## config.mk

```make
export PLATFORM = sky130hd
export DESIGN_NAME = trap_ctrl_flat
export DESIGN_NICKNAME = d
export VERILOG_FILES = /design/src/rtl/trap_ctrl_pkg.sv /design/src/rtl/trap_ctrl_if.sv /design/src/rtl/trap_csr_file.sv /design/src/rtl/trap_ctrl.sv /design/src/flat_wrapper.sv
export SDC_FILE = /design/constraint.sdc
export NUM_CORES = 1
export LEC_CHECK = 0
export CAP_MARGIN = 25
export CORE_AREA = 4 4 196 198
export DETAILED_ROUTE_END_ITERATION = 8
export DIE_AREA = 0 0 200 202
export GPL_TIMING_DRIVEN = 0
export PLACE_DENSITY = 0.76
export SLEW_MARGIN = 25
export SYNTH_ARGS = -nofsm -noshare
export SYNTH_HDL_FRONTEND = slang
export SYNTH_HIERARCHICAL = 1
export SYNTH_SLANG_ARGS = --single-unit
```

## constraint.sdc

```tcl
create_clock -name clk -period 8.8 [get_ports clk]
set_input_delay 0.88 -clock clk [delete_from_list [all_inputs] [get_ports clk]]
set_output_delay 0.88 -clock clk [all_outputs]
set_load 0.05 [all_outputs]
```

## src/rtl/trap_ctrl_pkg.sv

```systemverilog
// Shared types and constants for the machine-mode trap controller:
// FSM state encoding, CSR addresses and trap cause codes.
package trap_pkg;

  typedef logic [1:0] trap_state_t;

  localparam trap_state_t ST_IDLE    = 2'd0;
  localparam trap_state_t ST_ENTER   = 2'd1;
  localparam trap_state_t ST_HANDLER = 2'd2;
  localparam trap_state_t ST_RETURN  = 2'd3;

  localparam logic [11:0] CSR_MTVEC    = 12'h305;
  localparam logic [11:0] CSR_MSCRATCH = 12'h340;
  localparam logic [11:0] CSR_MEPC     = 12'h341;
  localparam logic [11:0] CSR_MCAUSE   = 12'h342;
  localparam logic [11:0] CSR_MTVAL    = 12'h343;

  localparam logic [3:0] CAUSE_INST_MISALIGN = 4'd0;
  localparam logic [3:0] CAUSE_ILLEGAL       = 4'd2;

endpackage

```

## src/rtl/trap_ctrl_if.sv

```systemverilog
// Bus bundle between the trap controller, the pc block, decode and execute.
// Handshake: exc_en is a level request held until pc redirects; mret_req is a
// one-cycle pulse; pc_trap_taken/pc_ret_taken are one-cycle redirect pulses
// that the pc block always accepts (no ready), and csr_rdata is combinational.
interface trap_ctrl_if;
  import trap_pkg::*;

  logic        exc_en;
  logic [3:0]  exc_code;
  logic [63:0] exc_val;
  logic [63:0] exc_pc;
  logic        mret_req;
  logic        csr_we;
  logic [11:0] csr_addr;
  logic [63:0] csr_wdata;
  logic [63:0] csr_rdata;
  logic        pc_trap_taken;
  logic [63:0] pc_trap;
  logic        pc_ret_taken;
  logic [63:0] pc_ret;
  logic        in_handler;

  modport master (
    output exc_en, exc_code, exc_val, exc_pc, mret_req,
    output csr_we, csr_addr, csr_wdata,
    input  csr_rdata, pc_trap_taken, pc_trap, pc_ret_taken, pc_ret, in_handler
  );

  modport slave (
    input  exc_en, exc_code, exc_val, exc_pc, mret_req,
    input  csr_we, csr_addr, csr_wdata,
    output csr_rdata, pc_trap_taken, pc_trap, pc_ret_taken, pc_ret, in_handler
  );

endinterface

```

## src/rtl/trap_csr_file.sv

```systemverilog
// The five machine-mode trap CSRs: software writes, trap capture (which wins
// over software writes to mepc/mcause/mtval) and the combinational read mux.
module trap_csr_file
  import trap_pkg::*;
#(
  parameter logic [63:0] MTVEC_RESET = 64'h100
) (
  input  logic        clk,
  input  logic        rst,
  input  logic        capture_i,
  input  logic [3:0]  cap_code_i,
  input  logic [63:0] cap_val_i,
  input  logic [63:0] cap_pc_i,
  input  logic        trap_we_block_i,
  input  logic        we_i,
  input  logic [11:0] addr_i,
  input  logic [63:0] wdata_i,
  output logic [63:0] rdata_o,
  output logic [63:0] mtvec_o,
  output logic [63:0] mepc_o
);

  localparam logic [63:0] ALIGN_MASK = ~64'd3;

  logic [63:0] mtvec_q, mtvec_d;
  logic [63:0] mepc_q, mepc_d;
  logic [63:0] mcause_q, mcause_d;
  logic [63:0] mtval_q, mtval_d;
  logic [63:0] mscratch_q, mscratch_d;
  logic        trap_we;

  assign trap_we = we_i && !trap_we_block_i && !capture_i;

  always_comb begin
    mtvec_d    = mtvec_q;
    mepc_d     = mepc_q;
    mcause_d   = mcause_q;
    mtval_d    = mtval_q;
    mscratch_d = mscratch_q;
    if (we_i) begin
      case (addr_i)
        CSR_MTVEC:    mtvec_d    = wdata_i & ALIGN_MASK;
        CSR_MSCRATCH: mscratch_d = wdata_i;
        CSR_MEPC:     if (trap_we) mepc_d   = wdata_i & ALIGN_MASK;
        CSR_MCAUSE:   if (trap_we) mcause_d = wdata_i;
        CSR_MTVAL:    if (trap_we) mtval_d  = wdata_i;
        default:      ;
      endcase
    end
    if (capture_i) begin
      mepc_d   = cap_pc_i & ALIGN_MASK;
      mcause_d = {60'b0, cap_code_i};
      mtval_d  = cap_val_i;
    end
  end

  always_ff @(posedge clk or posedge rst) begin
    if (rst) begin
      mtvec_q    <= MTVEC_RESET & ALIGN_MASK;
      mepc_q     <= 64'd0;
      mcause_q   <= 64'd0;
      mtval_q    <= 64'd0;
      mscratch_q <= 64'd0;
    end else begin
      mtvec_q    <= mtvec_d;
      mepc_q     <= mepc_d;
      mcause_q   <= mcause_d;
      mtval_q    <= mtval_d;
      mscratch_q <= mscratch_d;
    end
  end

  always_comb begin
    rdata_o = 64'd0;
    case (addr_i)
      CSR_MTVEC:    rdata_o = mtvec_q;
      CSR_MSCRATCH: rdata_o = mscratch_q;
      CSR_MEPC:     rdata_o = mepc_q;
      CSR_MCAUSE:   rdata_o = mcause_q;
      CSR_MTVAL:    rdata_o = mtval_q;
      default:      rdata_o = 64'd0;
    endcase
  end

  assign mtvec_o = mtvec_q;
  assign mepc_o  = mepc_q;

endmodule

```

## src/rtl/trap_ctrl.sv

```systemverilog
// Machine-mode trap controller: sequences trap entry, handler and mret return,
// and drives the pc redirect requests purely from registered state.
module trap_ctrl
  import trap_pkg::*;
#(
  parameter logic [63:0] MTVEC_RESET = 64'h100
) (
  input  logic        clk,
  input  logic        rst,
  trap_ctrl_if.slave  bus,
  output trap_state_t state_o
);

  trap_state_t state_q, state_d;
  logic        capture;
  logic        illegal_mret;
  logic [3:0]  cap_code;
  logic [63:0] cap_val;
  logic [63:0] mtvec;
  logic [63:0] mepc;

  // An mret outside a handler is itself an illegal-instruction trap.
  assign illegal_mret = (state_q == ST_IDLE) && !bus.exc_en && bus.mret_req;
  assign capture      = ((state_q == ST_IDLE) && (bus.exc_en || bus.mret_req)) ||
                        ((state_q == ST_HANDLER) && bus.exc_en);
  assign cap_code     = illegal_mret ? CAUSE_ILLEGAL : bus.exc_code;
  assign cap_val      = illegal_mret ? 64'd0 : bus.exc_val;

  always_comb begin
    state_d = state_q;
    case (state_q)
      ST_IDLE:    if (capture) state_d = ST_ENTER;
      ST_ENTER:   state_d = ST_HANDLER;
      ST_HANDLER: begin
        if (bus.exc_en)        state_d = ST_ENTER;
        else if (bus.mret_req) state_d = ST_RETURN;
      end
      ST_RETURN:  state_d = ST_IDLE;
      default:    state_d = ST_IDLE;
    endcase
  end

  always_ff @(posedge clk or posedge rst) begin
    if (rst) state_q <= ST_IDLE;
    else     state_q <= state_d;
  end

  trap_csr_file #(
    .MTVEC_RESET (MTVEC_RESET)
  ) u_csr (
    .clk             (clk),
    .rst             (rst),
    .capture_i       (capture),
    .cap_code_i      (cap_code),
    .cap_val_i       (cap_val),
    .cap_pc_i        (bus.exc_pc),
    .trap_we_block_i (state_q == ST_ENTER),
    .we_i            (bus.csr_we),
    .addr_i          (bus.csr_addr),
    .wdata_i         (bus.csr_wdata),
    .rdata_o         (bus.csr_rdata),
    .mtvec_o         (mtvec),
    .mepc_o          (mepc)
  );

  assign bus.pc_trap_taken = (state_q == ST_ENTER);
  assign bus.pc_ret_taken  = (state_q == ST_RETURN);
  assign bus.in_handler    = (state_q == ST_HANDLER);
  assign bus.pc_trap       = mtvec;
  assign bus.pc_ret        = mepc;
  assign state_o           = state_q;

endmodule

```

## src/flat_wrapper.sv

```systemverilog
// flat-port wrapper written by rule: the top's interface ports become plain ports
module trap_ctrl_flat import trap_pkg::*;
#(
  parameter logic [63:0] MTVEC_RESET = 64'h100
)
  (clk, rst, state_o, bus_exc_en, bus_exc_code, bus_exc_val, bus_exc_pc, bus_mret_req, bus_csr_we, bus_csr_addr, bus_csr_wdata, bus_csr_rdata, bus_pc_trap_taken, bus_pc_trap, bus_pc_ret_taken, bus_pc_ret, bus_in_handler);
  trap_ctrl_if bus_i ();
  input  logic clk;
  input  logic rst;
  output trap_state_t state_o;
  input wire logic [$bits(bus_i.exc_en)-1:0] bus_exc_en;
  input wire logic [$bits(bus_i.exc_code)-1:0] bus_exc_code;
  input wire logic [$bits(bus_i.exc_val)-1:0] bus_exc_val;
  input wire logic [$bits(bus_i.exc_pc)-1:0] bus_exc_pc;
  input wire logic [$bits(bus_i.mret_req)-1:0] bus_mret_req;
  input wire logic [$bits(bus_i.csr_we)-1:0] bus_csr_we;
  input wire logic [$bits(bus_i.csr_addr)-1:0] bus_csr_addr;
  input wire logic [$bits(bus_i.csr_wdata)-1:0] bus_csr_wdata;
  output wire logic [$bits(bus_i.csr_rdata)-1:0] bus_csr_rdata;
  output wire logic [$bits(bus_i.pc_trap_taken)-1:0] bus_pc_trap_taken;
  output wire logic [$bits(bus_i.pc_trap)-1:0] bus_pc_trap;
  output wire logic [$bits(bus_i.pc_ret_taken)-1:0] bus_pc_ret_taken;
  output wire logic [$bits(bus_i.pc_ret)-1:0] bus_pc_ret;
  output wire logic [$bits(bus_i.in_handler)-1:0] bus_in_handler;
  assign bus_i.exc_en = bus_exc_en;
  assign bus_i.exc_code = bus_exc_code;
  assign bus_i.exc_val = bus_exc_val;
  assign bus_i.exc_pc = bus_exc_pc;
  assign bus_i.mret_req = bus_mret_req;
  assign bus_i.csr_we = bus_csr_we;
  assign bus_i.csr_addr = bus_csr_addr;
  assign bus_i.csr_wdata = bus_csr_wdata;
  assign bus_csr_rdata = bus_i.csr_rdata;
  assign bus_pc_trap_taken = bus_i.pc_trap_taken;
  assign bus_pc_trap = bus_i.pc_trap;
  assign bus_pc_ret_taken = bus_i.pc_ret_taken;
  assign bus_pc_ret = bus_i.pc_ret;
  assign bus_in_handler = bus_i.in_handler;
  trap_ctrl #(.MTVEC_RESET(MTVEC_RESET)) u_core (.clk(clk), .rst(rst), .bus(bus_i), .state_o(state_o));
endmodule
```

run_1/m2.png
(2 px per um) Cells faint in the background.
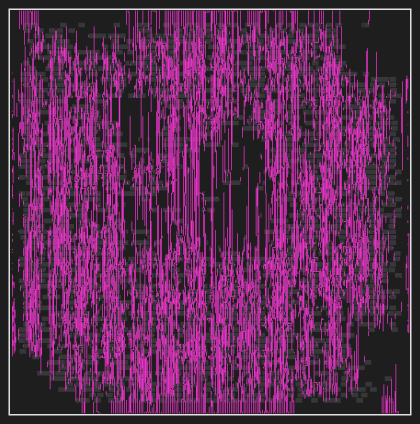
main direction: vertical
nets with wire on the layer: 1977
longest straight run: 102 um
wire length on this layer: 32.3 mm
share of all routed wire: 47%

run_1/route_heat.png
(2 px per um) 20 x 20 tiles, from dark blue (low) to red (high), scaled to the fullest tile. Values are wire area over tile area, all layers added.
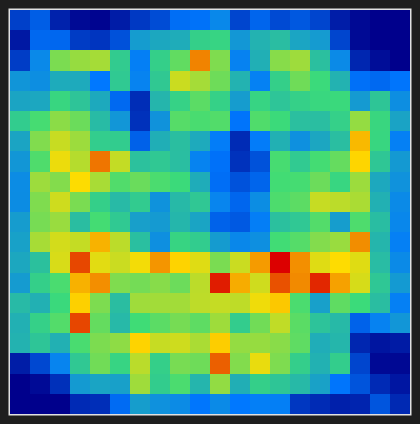
tiles over half the peak: 37%
mean over tiles: 0.29
nearly empty tiles: 3.5%
fullest tile: 0.68

==> results.py, run 1 <==
# Flow results
metrics = {
    "yosys": {
        "synth-edff-count": 0,
        "yosysTopAreaCellShare": 0.4869,
        "yosys-top-cells-count": "317 x dfrtp_1, 219 x nand2_1, 134 x nor2b_1",
        "yosys.cell_types.count": 41,
        "yosys_warnings": 6,
        "syn_area_per_cell_sq_um": 10.42,
        "postSynthCellCount": 1563,
        "ys_cells": 1563,
    },
    "setup_path": {
        "crit_type": "primary input to primary output",
        "slowest_delay_ns": 0.88,
        "crit_chain": "clkdlybuf4s50_1, nor4bb_1, clkbuf_1, and2_1, nand3_1, clkbuf_1, o22ai_1, clkdlybuf4s50_1",
    },
    "power_and_ir_drop": {
        "netSwitchingPower_w": 0.001371,
        "swShare": 0.3206,
        "total_power_w": 0.004278,
    },
    "clock_tree": {
        "hold_buffers": 0,
        "cts_resized": 0,
    },
    "routing": {
        "top_layer": "met5",
        "met2_length_um": 32330,
        "via_count": 15380,
        "drt_pre_antenna_iters": 5,
        "met3WireLength_um": 6808,
        "wl_per_cell_um": 27.45,
        "drt-vias-per-instance": 6.120,
        "drtIter0Drc": 1397,
    },
    "min_path": {
        "hp-class": "register to register",
    },
    "global_routing": {
        "grt_max_degree": 33,
        "grt_pass1_wl_um": 101100,
    },
    "layout": {
        "fin_util": 0.6118,
        "lay_top_count": "clkdlybuf4s50_1",
        "layoutNonFillerInstCount": 2513,
    },
    "placed_design": {
        "dp.cells": 2448,
        "dp_hpwl_um": 50150,
        "place_ws_ns": 3.432,
    },
    "timing": {
        "whs_ns": 0.4894,
        "rsz0062_at_grt": "no",
        "setup_viol": 0,
    },
    "status": {
        "status": "complete, no violations",
    },
    "job": {
        "maxCapViolations": 0,
    },
    "floorplanning": {
        "die_w_um": 200,
        "die_area_sq_um": 40400,
    },
}
run_1/congestion_map.png
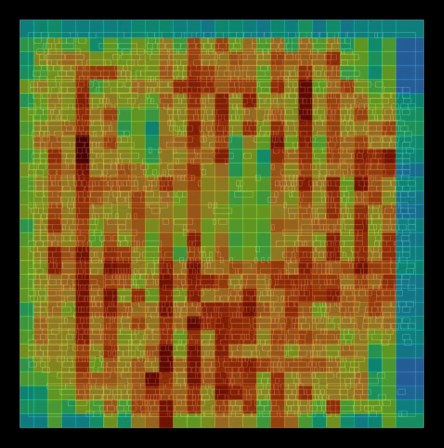
GRT Util Overall: 0.3298
GR Util met1: 0.4217
GRT Max-Usage Layer: met2

run 1: final timing paths:
check / startpoint / endpoint / slack (ns) / cells past startpoint
hold / removal: u_core/u_csr/mscratch_q[3] / u_core/u_csr/mscratch_q[3] / 0.49 / 1
max in group asynchronous: rst / u_core/u_csr/mscratch_q[24] / 6.73 / 7
setup / recovery: bus_csr_addr[8] / bus_csr_rdata[43] / 3.28 / 8
hold reg to reg: u_core/u_csr/mscratch_q[3] / u_core/u_csr/mscratch_q[3] / 0.49 / 1
min in group asynchronous: rst / u_core/state_o[1] / 0.62 / 2
setup reg to reg: u_core/state_o[1] / u_core/u_csr/mcause_q[61] / 4.89 / 8
run 1: logic make-up after synthesis:
logic type | count (synthesis) | share of synthesized area
AOI/OAI and AO/OA | 443 | 0.1921
buffers and inverters | 152 | 0.04393
DFF | 318 | 0.4885
muxes | 193 | 0.1282
other | 1 | 0.0002302
and+or+nand+nor | 456 | 0.1470
run 1: area by class of cell:
| type | instances | area [sq um] |
|---|---|---|
| fill | 3033 | 14180 |
| sequential | 318 | 7959 |
| multi-input combinational | 1096 | 7635 |
| timing repair buffer | 414 | 4287 |
| clock buffer | 57 | 1101 |
| buffer | 149 | 704.4 |
| tap | 468 | 585.6 |
| clock inverter | 5 | 50.05 |
| inverter | 3 | 15.01 |
| antenna | 3 | 7.507 |
run 1: metal layers:
metal,track usage,vias up
met5,0,-
met4,0.1388,10
met3,0.08618,216
met2,0.5302,935
met1,0.4217,7638
li1,-,6581
run 1: power by group through the flow:
stage               clock [W]  combinational, W  sequential, W
detailed placement          0           0.00107        0.00173
global placement            0           0.00104        0.00173
global route          0.00156           0.00114        0.00173
CTS                   0.00150           0.00107        0.00171
finish                0.00148           0.00108        0.00172
floorplan                   0          0.000402        0.00193
--- run 2 (diff from run 1) ---
--- a/config.mk
+++ b/config.mk
@@ -6,11 +6,11 @@
 export NUM_CORES = 1
 export LEC_CHECK = 0
 export CAP_MARGIN = 25
-export CORE_AREA = 4 4 196 198
+export CORE_AREA = 4 4 186 188
 export DETAILED_ROUTE_END_ITERATION = 8
-export DIE_AREA = 0 0 200 202
+export DIE_AREA = 0 0 190 192
 export GPL_TIMING_DRIVEN = 0
-export PLACE_DENSITY = 0.76
+export PLACE_DENSITY = 0.8
 export SLEW_MARGIN = 25
 export SYNTH_ARGS = -nofsm -noshare
 export SYNTH_HDL_FRONTEND = slang
==> constraint.sdc (replaced) <==
create_clock -name clk -period 5.27 [get_ports clk]
set_input_delay 0.527 -clock clk [delete_from_list [all_inputs] [get_ports clk]]
set_output_delay 0.527 -clock clk [all_outputs]
set_load 0.05 [all_outputs]
run_2/pinout.png
(2 px per um) Pins as bars across the die edge, other pins in grey.
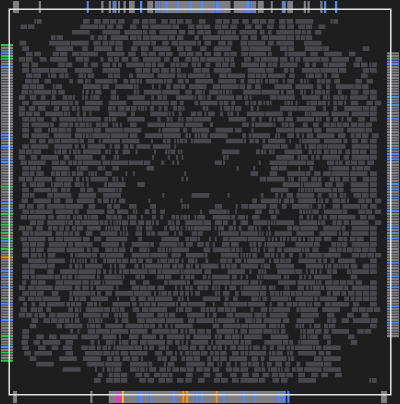
legend:
  `bus_in_handler`:
    colour: yellow
    pins: 1
    direction: output
    edge: bottom
  `bus_exc_code`:
    colour: orange
    pins: 4
    direction: input
    edge: 3 bottom, 1 left
  `bus_csr_addr`:
    colour: green
    pins: 12
    direction: input
    edge: left
  `state_o`:
    colour: magenta
    pins: 2
    direction: output
    edge: bottom
  `bus_pc_trap`:
    colour: blue
    pins: 64
    direction: output
    edge: 20 right, 17 left, 15 top, 12 bottom
all pins by edge: 117 left, 105 right, 103 bottom, 85 top

==> run 2 against run 1 <==
Clock-buffer cell count shrank 4; clock skew fell by 0.0068 ns; utilization increased by 6.3 points; combinational power grew 67%; largest cell class unchanged; clock power up 76%; critical path depth stayed put.
==> results.py, run 2 <==
# Flow results
metrics = {
    "yosys": {
        "yosys_warnings": 6,
        "yosysTopAreaCellShare": 0.4869,
        "syn_area_sq_um": 16290,
        "yosys.cell_types.count": 41,
        "ys.flop_type": "dfrtp_1",
        "synth-edff-count": 0,
        "yosys-top-cells-count": "317 x dfrtp_1, 219 x nand2_1, 134 x nor2b_1",
        "syn_area_per_cell_sq_um": 10.42,
        "postSynthCellCount": 1563,
        "ys_cells": 1563,
    },
    "setup_path": {
        "rr_endpoint": "u_core/u_csr/mcause_q[10]",
        "crit_chain": "clkdlybuf4s50_1, nor4bb_1, clkbuf_1, and2_1, nand3_1, clkbuf_1, o22ai_1, clkdlybuf4s50_1",
        "critPathCapture": "bus_csr_rdata[3]",
        "r2r_slack_ns": 1.41,
        "crit_type": "primary input to primary output",
        "end_kind": "primary output",
        "reg2reg_depth": 8,
        "cp-startpoint": "bus_csr_addr[8]",
        "cp.depth": 8,
    },
    "layout": {
        "fillers": 2548,
        "lay_top_count": "clkdlybuf4s50_1",
        "layoutNonFillerInstCount": 2492,
        "logic_area_sq_um": 7642,
        "fin_util": 0.6752,
    },
    "placed_design": {
        "place_ws_ns": 0.2523,
        "dp_hpwl_um": 49240,
        "dp.cells": 2427,
    },
    "global_routing": {
        "met2_usage": 0.5840,
        "grt_pass1_wl_um": 100000,
        "grt_usage": 0.3616,
        "grt.met1_usage": 0.4533,
        "grt_max_degree": 33,
    },
    "routing": {
        "met3WireLength_um": 7308,
        "via_count": 15643,
        "drt-vias-per-instance": 6.277,
        "wl_per_cell_um": 27.34,
        "top_layer": "met5",
        "met2_length_um": 31340,
        "drt_pre_antenna_iters": 5,
    },
    "timing": {
        "whs_ns": 0.2538,
        "setup_viol": 0,
        "rsz0062_at_grt": "no",
    },
    "clock_tree": {
        "cts_resized": 0,
    },
    "status": {
        "status": "complete, no violations",
    },
    "job": {
        "maxCapViolations": 0,
    },
    "floorplanning": {
        "die_area_sq_um": 36480,
        "die_w_um": 190,
    },
    "min_path": {
        "hp-class": "primary input to async pin",
    },
}
-- run 2: netlist changes by cell type in the layout (fill, tap and decap cells not counted) --
cell,before,now
clkbuf_8,10,8
a41oi_2,0,1
a41oi_1,1,0
bufinv_16,1,4
clkbuf_1,121,119
buf_16,3,1
buf_12,9,10
clkinv_2,4,7
diode_2,3,1
-- run 2: kinds of logic (layout without fill, tap and decap cells) --
| family | Yosys count | in the layout | share of synthesized area |
|---|---|---|---|
| buffers and inverters | 152 | 629 | 0.04393 |
| other | 1 | 5 | 0.0002302 |
| flip-flops | 318 | 318 | 0.4885 |
| AND/OR/NAND/NOR | 456 | 456 | 0.1470 |
| multiplexers | 193 | 193 | 0.1282 |
| AND-OR/OR-AND | 443 | 443 | 0.1921 |
-- run 2: layout make-up --
cell class	count	area share
clock buffer	53	0.04768
multi-input combinational	1096	0.3418
buffer	149	0.03151
antenna	1	0.0001119
sequential	318	0.3560
tap	448	0.02507
inverter	3	0.0006716
timing repair buffer	413	0.1902
clock inverter	11	0.006940
-- run 2: report_power, final --
group	total (W)	switching [W]	internal, W
combinational	0.00180	0.00111	0.000696
sequential	0.00287	0.000188	0.00268
clock	0.00261	0.00101	0.00160
-- run 2: worst min path at each step --
stage	from	end	slack, ns	cells past startpoint
5_1_grt	rst	u_core/state_o[0]	0.26	2
6_report	rst	u_core/state_o[1]	0.25	2
3_5_place_dp	u_core/u_csr/mscratch_q[26]	u_core/u_csr/mscratch_q[26]	0.47	1
2_1_floorplan	rst	u_core/state_o[0]	0.27	1
3_3_place_gp	u_core/u_csr/mtval_q[27]	u_core/u_csr/mtval_q[27]	0.47	2
4_1_cts	rst	u_core/state_o[1]	0.24	2
Power is estimated from default activity; no workload was simulated.
